[src/rtl/morse_key_sequencer.sv]
// Straight-key front end: turns key press/gap timing into Dot/Dash/Space/EndSeq/Clear pulses.
// Optional key debounce is enabled by defining MORSE_KEY_DEBOUNCE_EN.
module morse_key_sequencer #(
    parameter int CNT_W      = 8,
    parameter int DOT_MAX    = 3,
    parameter int END_HOLD   = 12,
    parameter int LETTER_GAP = 3,
    parameter int WORD_GAP   = 7,
    parameter int MAX_SYMS   = 5
`ifdef MORSE_KEY_DEBOUNCE_EN
    ,
    parameter int DEB_TICKS  = 2
`endif
) (
    input  logic       Clk,
    input  logic       Reset,
    input  logic       Key,
    input  logic       Tick,
    output logic       Dot,
    output logic       Dash,
    output logic       Space,
    output logic       EndSeq,
    output logic       Clear,
    output logic [2:0] SymCount,
    output logic       Busy
);

    typedef enum logic [2:0] {
        S_INIT,
        S_IDLE,
        S_PRESS,
        S_COMMIT,
        S_GAP,
        S_WGAP,
        S_FLUSH,
        S_END
    } state_t;

    localparam logic [CNT_W-1:0] DOT_C  = CNT_W'(DOT_MAX);
    localparam logic [CNT_W-1:0] HOLD_C = CNT_W'(END_HOLD);
    localparam logic [CNT_W-1:0] LGAP_C = CNT_W'(LETTER_GAP);
    localparam logic [CNT_W-1:0] WGAP_C = CNT_W'(WORD_GAP);
    localparam logic [2:0]       SYMS_C = 3'(MAX_SYMS);

    logic             key1_q, key2_q;
    logic             ks, ksp_q;
    logic             rise, fall;
    logic [CNT_W-1:0] cnt_q, cnt_d;
    state_t           state_q, state_d;
    logic [2:0]       sym_q, sym_d, sym_inc;
    logic             dot_q, dot_d;
    logic             dash_q, dash_d;
    logic             space_q, space_d;
    logic             end_q, end_d;
    logic             clr_q, clr_d;
    logic             busy_q, busy_d;

`ifdef MORSE_KEY_DEBOUNCE_EN
    localparam int DW = $clog2(DEB_TICKS + 1);

    logic          deb_q, deb_d;
    logic [DW-1:0] dcnt_q, dcnt_d;

    // The filtered level only moves after DEB_TICKS stable ticks of the new level
    always_comb begin
        deb_d  = deb_q;
        dcnt_d = dcnt_q;
        if (key2_q == deb_q) begin
            dcnt_d = '0;
        end else if (Tick) begin
            if (dcnt_q == DW'(DEB_TICKS - 1)) begin
                deb_d  = key2_q;
                dcnt_d = '0;
            end else begin
                dcnt_d = dcnt_q + 1'b1;
            end
        end
    end

    always_ff @(posedge Clk or posedge Reset) begin
        if (Reset) begin
            deb_q  <= 1'b0;
            dcnt_q <= '0;
        end else begin
            deb_q  <= deb_d;
            dcnt_q <= dcnt_d;
        end
    end

    assign ks = deb_q;
`else
    assign ks = key2_q;
`endif

    assign rise    = ks & ~ksp_q;
    assign fall    = ~ks & ksp_q;
    assign sym_inc = sym_q + 3'd1;

    // An edge restarts the measurement and swallows a coincident tick
    always_comb begin
        cnt_d = cnt_q;
        if (rise || fall) begin
            cnt_d = '0;
        end else if (Tick && (cnt_q != '1)) begin
            cnt_d = cnt_q + 1'b1;
        end
    end

    always_comb begin
        state_d = state_q;
        sym_d   = sym_q;
        dot_d   = 1'b0;
        dash_d  = 1'b0;
        space_d = 1'b0;
        end_d   = 1'b0;
        clr_d   = 1'b0;
        unique case (state_q)
            S_INIT: begin
                clr_d   = 1'b1;
                state_d = S_IDLE;
            end
            S_IDLE: begin
                if (ks) state_d = S_PRESS;
            end
            S_PRESS: begin
                if (fall) begin
                    if (cnt_q >= HOLD_C) begin
                        state_d = S_FLUSH;
                    end else begin
                        dot_d   = (cnt_q < DOT_C);
                        dash_d  = (cnt_q >= DOT_C);
                        sym_d   = sym_inc;
                        state_d = (sym_inc == SYMS_C) ? S_COMMIT : S_GAP;
                    end
                end
            end
            S_COMMIT: begin
                space_d = 1'b1;
                sym_d   = '0;
                // A press may already start while the full letter is flushed
                state_d = rise ? S_PRESS : S_WGAP;
            end
            S_GAP: begin
                if (rise) begin
                    state_d = S_PRESS;
                end else if (cnt_q == LGAP_C) begin
                    space_d = 1'b1;
                    sym_d   = '0;
                    state_d = S_WGAP;
                end
            end
            S_WGAP: begin
                if (rise) begin
                    state_d = S_PRESS;
                end else if (cnt_q == WGAP_C) begin
                    space_d = 1'b1;
                    state_d = S_IDLE;
                end
            end
            S_FLUSH: begin
                space_d = (sym_q != '0);
                sym_d   = '0;
                state_d = S_END;
            end
            S_END: begin
                end_d   = 1'b1;
                state_d = S_INIT;
            end
            default: state_d = S_INIT;
        endcase
        busy_d = (state_d != S_IDLE);
    end

    always_ff @(posedge Clk or posedge Reset) begin
        if (Reset) begin
            key1_q  <= 1'b0;
            key2_q  <= 1'b0;
            ksp_q   <= 1'b0;
            cnt_q   <= '0;
            state_q <= S_INIT;
            sym_q   <= '0;
            dot_q   <= 1'b0;
            dash_q  <= 1'b0;
            space_q <= 1'b0;
            end_q   <= 1'b0;
            clr_q   <= 1'b0;
            busy_q  <= 1'b0;
        end else begin
            key1_q  <= Key;
            key2_q  <= key1_q;
            ksp_q   <= ks;
            cnt_q   <= cnt_d;
            state_q <= state_d;
            sym_q   <= sym_d;
            dot_q   <= dot_d;
            dash_q  <= dash_d;
            space_q <= space_d;
            end_q   <= end_d;
            clr_q   <= clr_d;
            busy_q  <= busy_d;
        end
    end

    assign Dot      = dot_q;
    assign Dash     = dash_q;
    assign Space    = space_q;
    assign EndSeq   = end_q;
    assign Clear    = clr_q;
    assign SymCount = sym_q;
    assign Busy     = busy_q;

endmodule

[config.mk]
export PLATFORM = sky130hd
export DESIGN_NAME = morse_key_sequencer
export DESIGN_NICKNAME = d
export VERILOG_FILES = /design/src/rtl/morse_key_sequencer.sv
export SDC_FILE = /design/constraint.sdc
export NUM_CORES = 1
export LEC_CHECK = 0
export CAP_MARGIN = 0
export CORE_AREA = 2 2 56 58
export CTS_CLUSTER_DIAMETER = 200
export CTS_CLUSTER_SIZE = 10
export DETAILED_ROUTE_END_ITERATION = 6
export DIE_AREA = 0 0 58 60
export GPL_ROUTABILITY_DRIVEN = 1
export PLACE_DENSITY = 0.79
export SKIP_LAST_GASP = 1
export SLEW_MARGIN = 15
export SYNTH_ARGS = -nofsm -noshare
export SYNTH_HDL_FRONTEND = slang
export SYNTH_SLANG_ARGS = --single-unit
[constraint.sdc]
create_clock -name Clk -period 1.66 [get_ports Clk]
set_clock_uncertainty 0.1 [all_clocks]
set_input_delay 0.166 -clock Clk [delete_from_list [all_inputs] [get_ports Clk]]
set_output_delay 0.166 -clock Clk [all_outputs]
set_load 0.05 [all_outputs]
==> impl_summary.log, run 1 <==
[flow] summary of implementation run
INFO  metric run_status = finished with violations
INFO  metric failing_checks = setup timing
INFO  metric muxShareOfSynthArea = under 10%
INFO  metric detailedRoute.firstPassIterationCount = 4
INFO  metric period_needed = ~1.8 ns
INFO  metric synth-compound-area-share = 14.9%
INFO  metric global_route_wire_length_before_repair = between 5000 and 6000 um
INFO  metric timing.critical_path.depth = 7
INFO  metric power_frac_seq = 35.0%
INFO  metric cap_violations = 0
INFO  metric crit_start = cnt_q[6]
INFO  metric timing.hold.ws = 0.0791 ns
INFO  metric multiInputGateArea = 847 um2
INFO  metric worst_slew_margin_rel = 71.0%
INFO  metric nNonClkBuffers = 43
INFO  metric count_of_antenna_diodes_in_the_layout = 0
INFO  metric seq_area_share = 30.8%
INFO  metric clkSinkCount = 23
INFO  metric layout-drive-gt1-share = 42.9%
INFO  metric max_flop_register = cnt_q
INFO  metric timing.final.ws_setup = -0.122 ns
INFO  metric place_area = approximately 1700 um2
INFO  metric syn-cell-area = 1320 um2
INFO  metric largest_area_cell = sky130_fd_sc_hd__dfrtp_1
INFO  metric fp.dieH = about 60 um
INFO  metric critical_path.endpoint = cnt_q[5]
INFO  metric setup_viol = 7
INFO  metric async_reset_ff_share = 100%
INFO  metric clock_area_share = under 10%
INFO  metric place_hpwl = between 2000 and 2500 um
INFO  metric viasPerCell = 5.52
INFO  metric dominant-cell-class = combinational gates
INFO  metric clock_power_share = 11.6%
INFO  metric clk_latency = about 0.32 ns
INFO  metric cellLeakagePower = ~0.85 nW
INFO  metric switching_share = between 40% and 50%
INFO  metric num_rows = 20
INFO  metric critical_path.reg2reg.endpoint = cnt_q[5]
INFO  metric cts-root-buf = sky130_fd_sc_hd__clkbuf_4
INFO  metric dr.first_iter.drc_count = 18
INFO  metric synth_adder_area_share = around 5.7%
INFO  metric r2r.worst_path.cells = 7
INFO  metric critPathMaxStageDelay = around 0.51 ns
INFO  metric drt.antenna.violating_nets = 0
INFO  metric endpoint_kind = flip-flop
INFO  metric num_tap_cells = 33
INFO  metric n_multi_input_combinational_cell = between 90 and 100
INFO  metric port_buffers = 12
INFO  metric netSwitchingPower = 0.00101 W
INFO  metric ir_worst_vdd = around 0.0011 V
INFO  metric worst_ep_arrival_time = between 1.5 and 2 ns
INFO  metric cts_resized = 14
INFO  metric maxSlewViolCount = 0
INFO  metric postSynthNetCount = about 140
INFO  metric yosysCellCount = about 130
INFO  metric pwr.group.sequential = 0.000820 W
INFO  metric path_common_cell = sky130_fd_sc_hd__buf_4
INFO  metric reg2reg_setup_slack = -0.12 ns
INFO  metric grt_start_max_net_pins = 24
INFO  metric crit_path_cell_trace = buf_4 -> buf_6 -> buf_4 -> nand3_4 -> nor2_2 -> or4_4 -> a21boi_2
INFO  metric fill_cells = roughly 230
INFO  metric timing.setup.critical_path_class = flip-flop to flip-flop
INFO  metric fmaxAchievable = 561 MHz
INFO  metric comb_area_share = 45.0%
INFO  metric drc = 0
INFO  metric via_count_of_the_first_global_routing_pass = between 1000 and 1500
INFO  metric nClkBuffers = 3
INFO  metric cpLargestDelayFamily = simple AND/OR/NAND/NOR gates
INFO  metric synthToLayoutAreaGrowth = 42.5%
INFO  metric edf_count = 0
INFO  metric globalplace.congestion = between 0.9 and 1
INFO  metric finalHoldViolations = 0
INFO  metric cp.required = about 1.8 ns
INFO  metric synth_flop_count = 23
INFO  metric dominant_power_group = combinational cells
INFO  metric yosys-stat-area = 1320 um2
INFO  metric cts_tree = built
INFO  metric place_worst_setup_slack = -0.164 ns
-- run 1: per-layer routing --
layer  wire (um)  global-route usage, %  share of wire (%)
met5           0                      0                  0
met4          68                   7.97                2.1
met3          92                   2.60                2.9
met2        1710                   38.1                 53
met1        1340                   24.7                 42
-- run 1: synthesized netlist by cell type, types with 2 or more instances --
cell                       count
sky130_fd_sc_hd__nand3_1       3
sky130_fd_sc_hd__nand4_1       4
sky130_fd_sc_hd__xor2_1        2
sky130_fd_sc_hd__a31oi_1       4
sky130_fd_sc_hd__dfrtp_1      23
sky130_fd_sc_hd__nor3b_1       3
sky130_fd_sc_hd__a211oi_1      2
sky130_fd_sc_hd__inv_1        13
sky130_fd_sc_hd__nor2_1        3
sky130_fd_sc_hd__nor4bb_1      2
sky130_fd_sc_hd__a21boi_0      2
sky130_fd_sc_hd__xnor2_1       4
sky130_fd_sc_hd__a21oi_1       2
sky130_fd_sc_hd__ha_1          6
sky130_fd_sc_hd__nor2b_1       3
sky130_fd_sc_hd__nor4b_1       2
sky130_fd_sc_hd__and2_1        5
sky130_fd_sc_hd__o21ai_0       3
sky130_fd_sc_hd__or4_1         3
sky130_fd_sc_hd__nor3_1        4
sky130_fd_sc_hd__mux2i_1       3
sky130_fd_sc_hd__nand2b_1      5
sky130_fd_sc_hd__nand2_1      12
sky130_fd_sc_hd__buf_2         3
-- run 1: tightest hold or removal path: stages --
cell and delay [ns]:
sky130_fd_sc_hd__clkdlybuf4s50_1 0.40, sky130_fd_sc_hd__inv_1 0.06, sky130_fd_sc_hd__buf_4 0.28
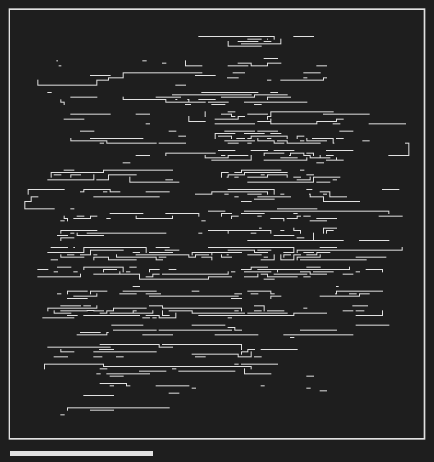
Figure 1: run 1, metal 1.
The bar under the picture is 20 um long.
share of all routed wire: 42%
nets with wire on the layer: 161
wire length on this layer: 1340 um
longest straight run: 20.7 um
final wirelength: 3210 um
total number of vias: 1149
routing usage on met1: 24.7%

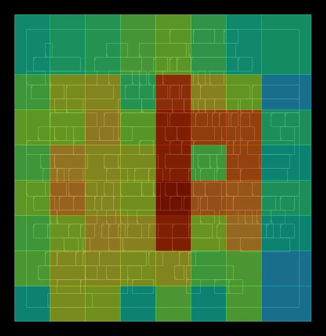
Figure 2: run 1, routing congestion map.
overall global routing resource usage: 20.8%
Top Usage Layer GRT: met2
met3 track utilization from global routing: 2.60%
fin util: 64.9%
met2 routing resource usage after global routing: 38.1%

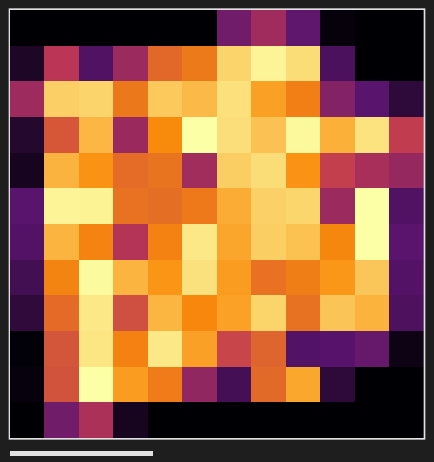
Figure 3: run 1, local utilization.
The bar under the picture is 20 um long. The die is cut into 12 by 12 equal tiles; black is low, pale yellow is high, 0 to 100% covered.
nearly empty tiles: 17%
densest ninth of the die: center
mean over tiles: 53%
core area: 2900 um2
share of the core filled by cells before placement: 45.5%

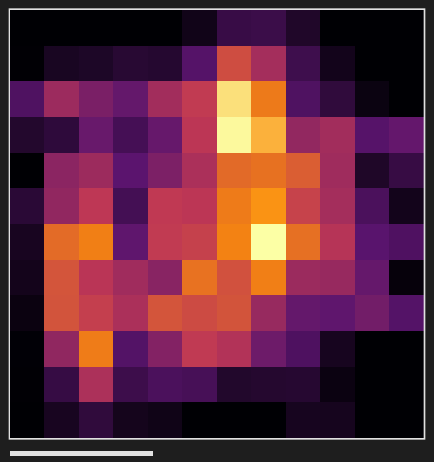
Figure 4: run 1, signal metal coverage by tile.
The bar under the picture is 20 um long. The die is cut into 12 by 12 equal tiles; black is low, pale yellow is high, scaled to the fullest tile. Values are wire area over tile area, all layers added.
tiles over half the peak: 22%
emptiest ninth of the die: south-east
fullest tile: 0.50
mean over tiles: 0.14
densest ninth of the die: center
nearly empty tiles: 18%
average detailed-routed wire length per instance: 15.4 um

==> run 1 -> run 2 <==
REMOVE_ABC_BUFFERS = 1   (was not set)
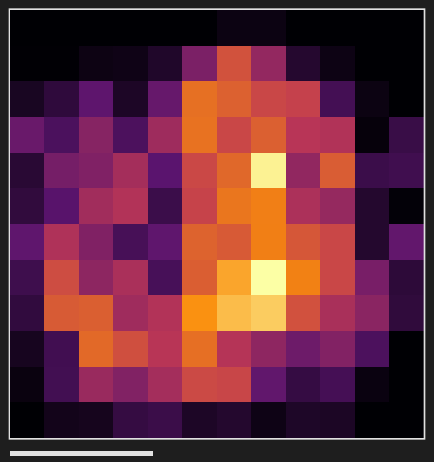
Figure 5: run 2, signal metal coverage by tile.
The bar under the picture is 20 um long. The die is cut into 12 by 12 equal tiles; black is low, pale yellow is high, scaled to the fullest tile. Values are wire area over tile area, all layers added.
emptiest ninth of the die: north-west
mean over tiles: 0.16
fullest tile: 0.52
nearly empty tiles: 15%
final wirelength: 3530 um
total number of vias: 1249
overall global routing resource usage: 20.9%
average detailed-routed wire length per instance: 16.3 um

==> impl_summary.log, run 2 <==
[flow] summary of implementation run
INFO  metric syn-cell-area = ~1300 um2
INFO  metric grt_start_max_net_pins = 24
INFO  metric synth_flop_count = 23
INFO  metric floorplan.core_area = ~2900 um2
INFO  metric cts_tree = built
INFO  metric globalplace.congestion = slightly above 0.9
INFO  metric viasPerCell = 5.76
INFO  metric synth_adder_area_share = under 10%
INFO  metric via_count_of_the_first_global_routing_pass = roughly 1300
INFO  metric run_status = finished with violations
INFO  metric ys_seq_share = around 44%
INFO  metric synthToLayoutAreaGrowth = 48.6%
INFO  metric drc = 0
INFO  metric cellLeakagePower = 0.883 nW
INFO  metric synth-compound-area-share = 14.9%
INFO  metric ir_worst_vdd = 0.00119 V
INFO  metric setup_viol = 6
INFO  metric clkSinkCount = 23
INFO  metric clk_latency = 0.32 ns
INFO  metric timing.final.ws_setup = -0.155 ns
INFO  metric post-route-cell-area = around 2000 um2
INFO  metric critical_path.reg2reg.endpoint = Busy
INFO  metric detailedRoute.firstPassIterationCount = 4
INFO  metric synth.cells.most_frequent = 23 x sky130_fd_sc_hd__dfrtp_1, 13 x sky130_fd_sc_hd__inv_1, 12 x sky130_fd_sc_hd__nand2_1
INFO  metric cts-root-buf = sky130_fd_sc_hd__clkbuf_4
INFO  metric place_hpwl = about 2400 um
INFO  metric edf_count = 0
INFO  metric cts_buffer_depth = 2
INFO  metric crit_start = cnt_q[6]
INFO  metric port_buffers = 12
INFO  metric most_numerous_cell_in_the_yosys_netlist = sky130_fd_sc_hd__dfrtp_1
INFO  metric max_flop_register = cnt_q
INFO  metric fp.dieH = 60 um
INFO  metric cp.required = between 1.5 and 2 ns
INFO  metric worst_ep_arrival_time = between 1.5 and 2 ns
INFO  metric synth_xor_xnor_area_share = slightly below 4%
INFO  metric muxShareOfSynthArea = under 10%
INFO  metric worst_slew_margin_rel = between 70% and 80%
INFO  metric r2r.worst_path.cells = 7
INFO  metric fill_cells = approximately 230
INFO  metric endpoint_kind = flip-flop
INFO  metric place_area = approximately 1700 um2
INFO  metric multiInputGateArea = between 800 and 900 um2
INFO  metric yosysCellCount = around 130
INFO  metric count_of_antenna_diodes_in_the_layout = 0
INFO  metric finish.net_count = 195
INFO  metric period_needed = ~1.8 ns
INFO  metric critical_path.endpoint = Busy
INFO  metric timing.setup.critical_path_class = flip-flop to flip-flop
INFO  metric failing_checks = setup timing
INFO  metric drt.antenna.violating_nets = 0
INFO  metric largest_area_cell = sky130_fd_sc_hd__dfrtp_1
INFO  metric cap_violations = 0
INFO  metric dr.first_iter.drc_count = 16
INFO  metric global_route_wire_length_before_repair = 5450 um
INFO  metric async_reset_ff_share = 100%
INFO  metric num_rows = 20
INFO  metric warning_count = 31
INFO  metric reg2reg_setup_slack = -0.15 ns
INFO  metric finalHoldViolations = 0
INFO  metric floorplanUtilization = between 40% and 50%
INFO  metric layout-drive-gt1-share = roughly 45%
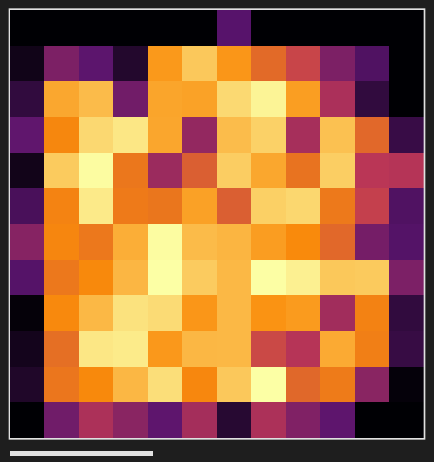
Figure 6: run 2, local utilization.
The bar under the picture is 20 um long. The die is cut into 12 by 12 equal tiles; black is low, pale yellow is high, 0 to 100% covered.
fullest tile: 100%
tiles over 75% full: 38%
mean over tiles: 55%
emptiest ninth of the die: north-east
nearly empty tiles: 13%
densest ninth of the die: center
fin util: 67.6%

-- run 2: power breakdown --
| part | total [W] | internal [W] | switching (W) |
|---|---|---|---|
| registers | 0.000795 | 0.000668 | 0.000127 |
| clock network | 0.000273 | 0.0000905 | 0.000182 |
| logic | 0.00135 | 0.000607 | 0.000747 |
-- run 2: through the flow --
stage	utilization, %	setup slack (ns)	hold WS (ns)
final	67.6	-0.155	0.0570
after detailed placement	58.5	-0.135	0.242
after floorplan	-	-0.328	0.0679
after global placement	58.5	-0.0711	0.232
after CTS	62.1	-0.109	0.0682
after global routing	67.6	-0.173	0.119
-- run 2: area by class of cell --
class                      count  share of cell area [%]
tap                           33                    2.10
timing repair buffer          52                    21.0
sequential                    23                    29.4
multi-input combinational     92                    43.6
inverter                      13                    2.49
clock buffer                   3                    1.15
clock inverter                 1                   0.255
-- run 2: metal layers --
metal / vias up / global-route usage [%] / wire (um)
met1: 620 / 22.1 / 1290
met4: 0 / 12.3 / 102
met5: - / 0 / 0
met3: 11 / 3.90 / 129
li1: 582 / - / -
met2: 36 / 38.6 / 2000
-- run 2: worst min-delay path by stage --
stage | from | to | cells past startpoint
2_1_floorplan | Reset | Busy | 1
3_3_place_gp | key1_q | key2_q | 0
3_5_place_dp | key1_q | key2_q | 0
4_1_cts | Reset | cnt_q[5] | 3
5_1_grt | Reset | key1_q | 3
6_report | Reset | cnt_q[5] | 3
-- run 2: critical path: stages (launching register included) --
cell and delay [ns]:
sky130_fd_sc_hd__dfrtp_1 0.42, sky130_fd_sc_hd__buf_6 0.13, sky130_fd_sc_hd__nor4_4 0.26, sky130_fd_sc_hd__buf_6 0.18
sky130_fd_sc_hd__buf_6 0.10, sky130_fd_sc_hd__nand4_1 0.12, sky130_fd_sc_hd__a211oi_2 0.27, sky130_fd_sc_hd__nand4_1 0.12
==> run 2 -> run 3 <==
ABC_AREA = 0   (was not set)
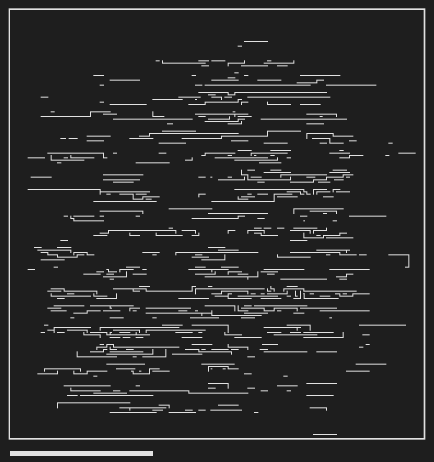
Figure 7: run 3, metal 1.
The bar under the picture is 20 um long.
share of all routed wire: 37%
main direction: horizontal
routing usage on met1: 22.1%

==> impl_summary.log, run 3 <==
[flow] summary of implementation run
INFO  metric run_status = finished with violations
INFO  metric crit_start = cnt_q[6]
INFO  metric dr.first_iter.drc_count = 16
INFO  metric floorplanUtilization = 45.5%
INFO  metric layout-drive-gt1-share = between 40% and 50%
INFO  metric synthToLayoutAreaGrowth = 48.6%
INFO  metric detailedRoute.firstPassIterationCount = 4
INFO  metric switching_share = about 44%
INFO  metric timing.hold.ws = ~0.057 ns
INFO  metric critical_path.reg2reg.endpoint = Busy
INFO  metric clk_latency = approximately 0.32 ns
INFO  metric drc = 0
INFO  metric num_rows = 20
INFO  metric routedWlPerCell = ~16 um
INFO  metric reg2reg_setup_slack = -0.15 ns
INFO  metric worst_ep_arrival_time = 1.91 ns
INFO  metric ys_seq_share = a little over two fifths
INFO  metric netSwitchingPower = between 0.001 and 0.0015 W
INFO  metric groute.usage.overall = 20.9%
INFO  metric place_worst_setup_slack = -0.135 ns
INFO  metric synth.cells.most_frequent = 23 x sky130_fd_sc_hd__dfrtp_1, 13 x sky130_fd_sc_hd__inv_1, 12 x sky130_fd_sc_hd__nand2_1
INFO  metric r2r.worst_path.cells = 7
INFO  metric synth_xor_xnor_area_share = around 4.0%
INFO  metric cts-root-buf = sky130_fd_sc_hd__clkbuf_4
INFO  metric failing_checks = setup timing
INFO  metric route.vias.total = between 1000 and 1500
INFO  metric cap_violations = 0
INFO  metric p_comb_share = between 50 and 60%
INFO  metric power_frac_seq = between 30% and 40%
INFO  metric crit_path_cell_trace = buf_6 -> nor4_4 -> buf_6 -> buf_6 -> nand4_1 -> a211oi_2 -> nand4_1
INFO  metric fmaxAchievable = around 550 MHz
INFO  metric setup_viol = 6
INFO  metric timing.final.ws_setup = -0.155 ns
INFO  metric async_reset_ff_share = 100%
INFO  metric period_needed = 1.81 ns
INFO  metric cp.required = between 1.5 and 2 ns
INFO  metric via_count_of_the_first_global_routing_pass = 1271
INFO  metric edf_count = 0
INFO  metric cts_tree = built
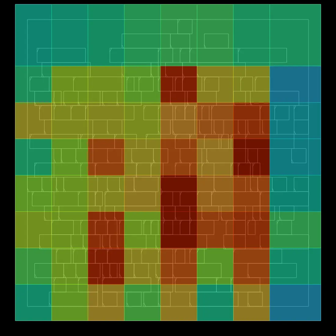
Figure 8: run 3, routing congestion map.
met3 track utilization from global routing: 3.90%
met2 routing resource usage after global routing: 38.6%

run 3: power by group through the flow:
stage	combinational, W	clock (W)	sequential [W]
floorplan	0.000448	0	0.00102
global placement	0.00115	0	0.000764
detailed placement	0.00120	0	0.000771
CTS	0.00124	0.000279	0.000771
global route	0.00145	0.000304	0.000807
finish	0.00135	0.000273	0.000795
run 3: worst min-delay path: stages:
cell and delay (ns):
sky130_fd_sc_hd__clkdlybuf4s50_1 0.39, sky130_fd_sc_hd__inv_1 0.05, sky130_fd_sc_hd__buf_4 0.28
run 3: routing by layer:
layer  global-route usage, %  vias to the layer above  share of wire, %
met5                       0                        -                 0
met4                    12.3                        0               2.9
met3                    3.90                       11               3.7
met2                    38.6                       36                57
met1                    22.1                      620                37
li1                        -                      582                 -
run 3: final cells by class:
class	count	area, um2
Timing Repair Buffer	52	413
Clock inverter	1	5.00
Clock buffer	3	22.5
Fill cell	225	940
Tap cell	33	41.3
Multi-Input combinational cell	92	856
Sequential cell	23	577
Inverter	13	48.8
run 3: logic make-up (layout without fill, tap and decap cells):
kind of cell             after synthesis  count (layout)
AND/OR/NAND/NOR                       52              52
adder cells (fa/ha/maj)                6               6
flip-flops                            23              23
multiplexers                           3               3
XOR/XNOR                               6               6
buffers and inverters                 18              69
AND-OR/OR-AND                         25              25
run 3: worst max path at each step:
stage | to | slack (ns) | depth (start not counted)
2_1_floorplan | Busy | -0.33 | 5
3_3_place_gp | Busy | -0.07 | 5
3_5_place_dp | cnt_q[5] | -0.14 | 5
4_1_cts | cnt_q[5] | -0.11 | 5
5_1_grt | Busy | -0.17 | 7
6_report | Busy | -0.15 | 7
run 3: repair_timing:
| item | in CTS | in global routing |
|---|---|---|
| buffers inserted | 0 | 5 |
| pin swaps | 4 | 9 |
| setup endpoints to repair | 9 | 15 |
| gates resized | 13 | 26 |
No activity file was given, so power comes from the tool's default toggle rates.
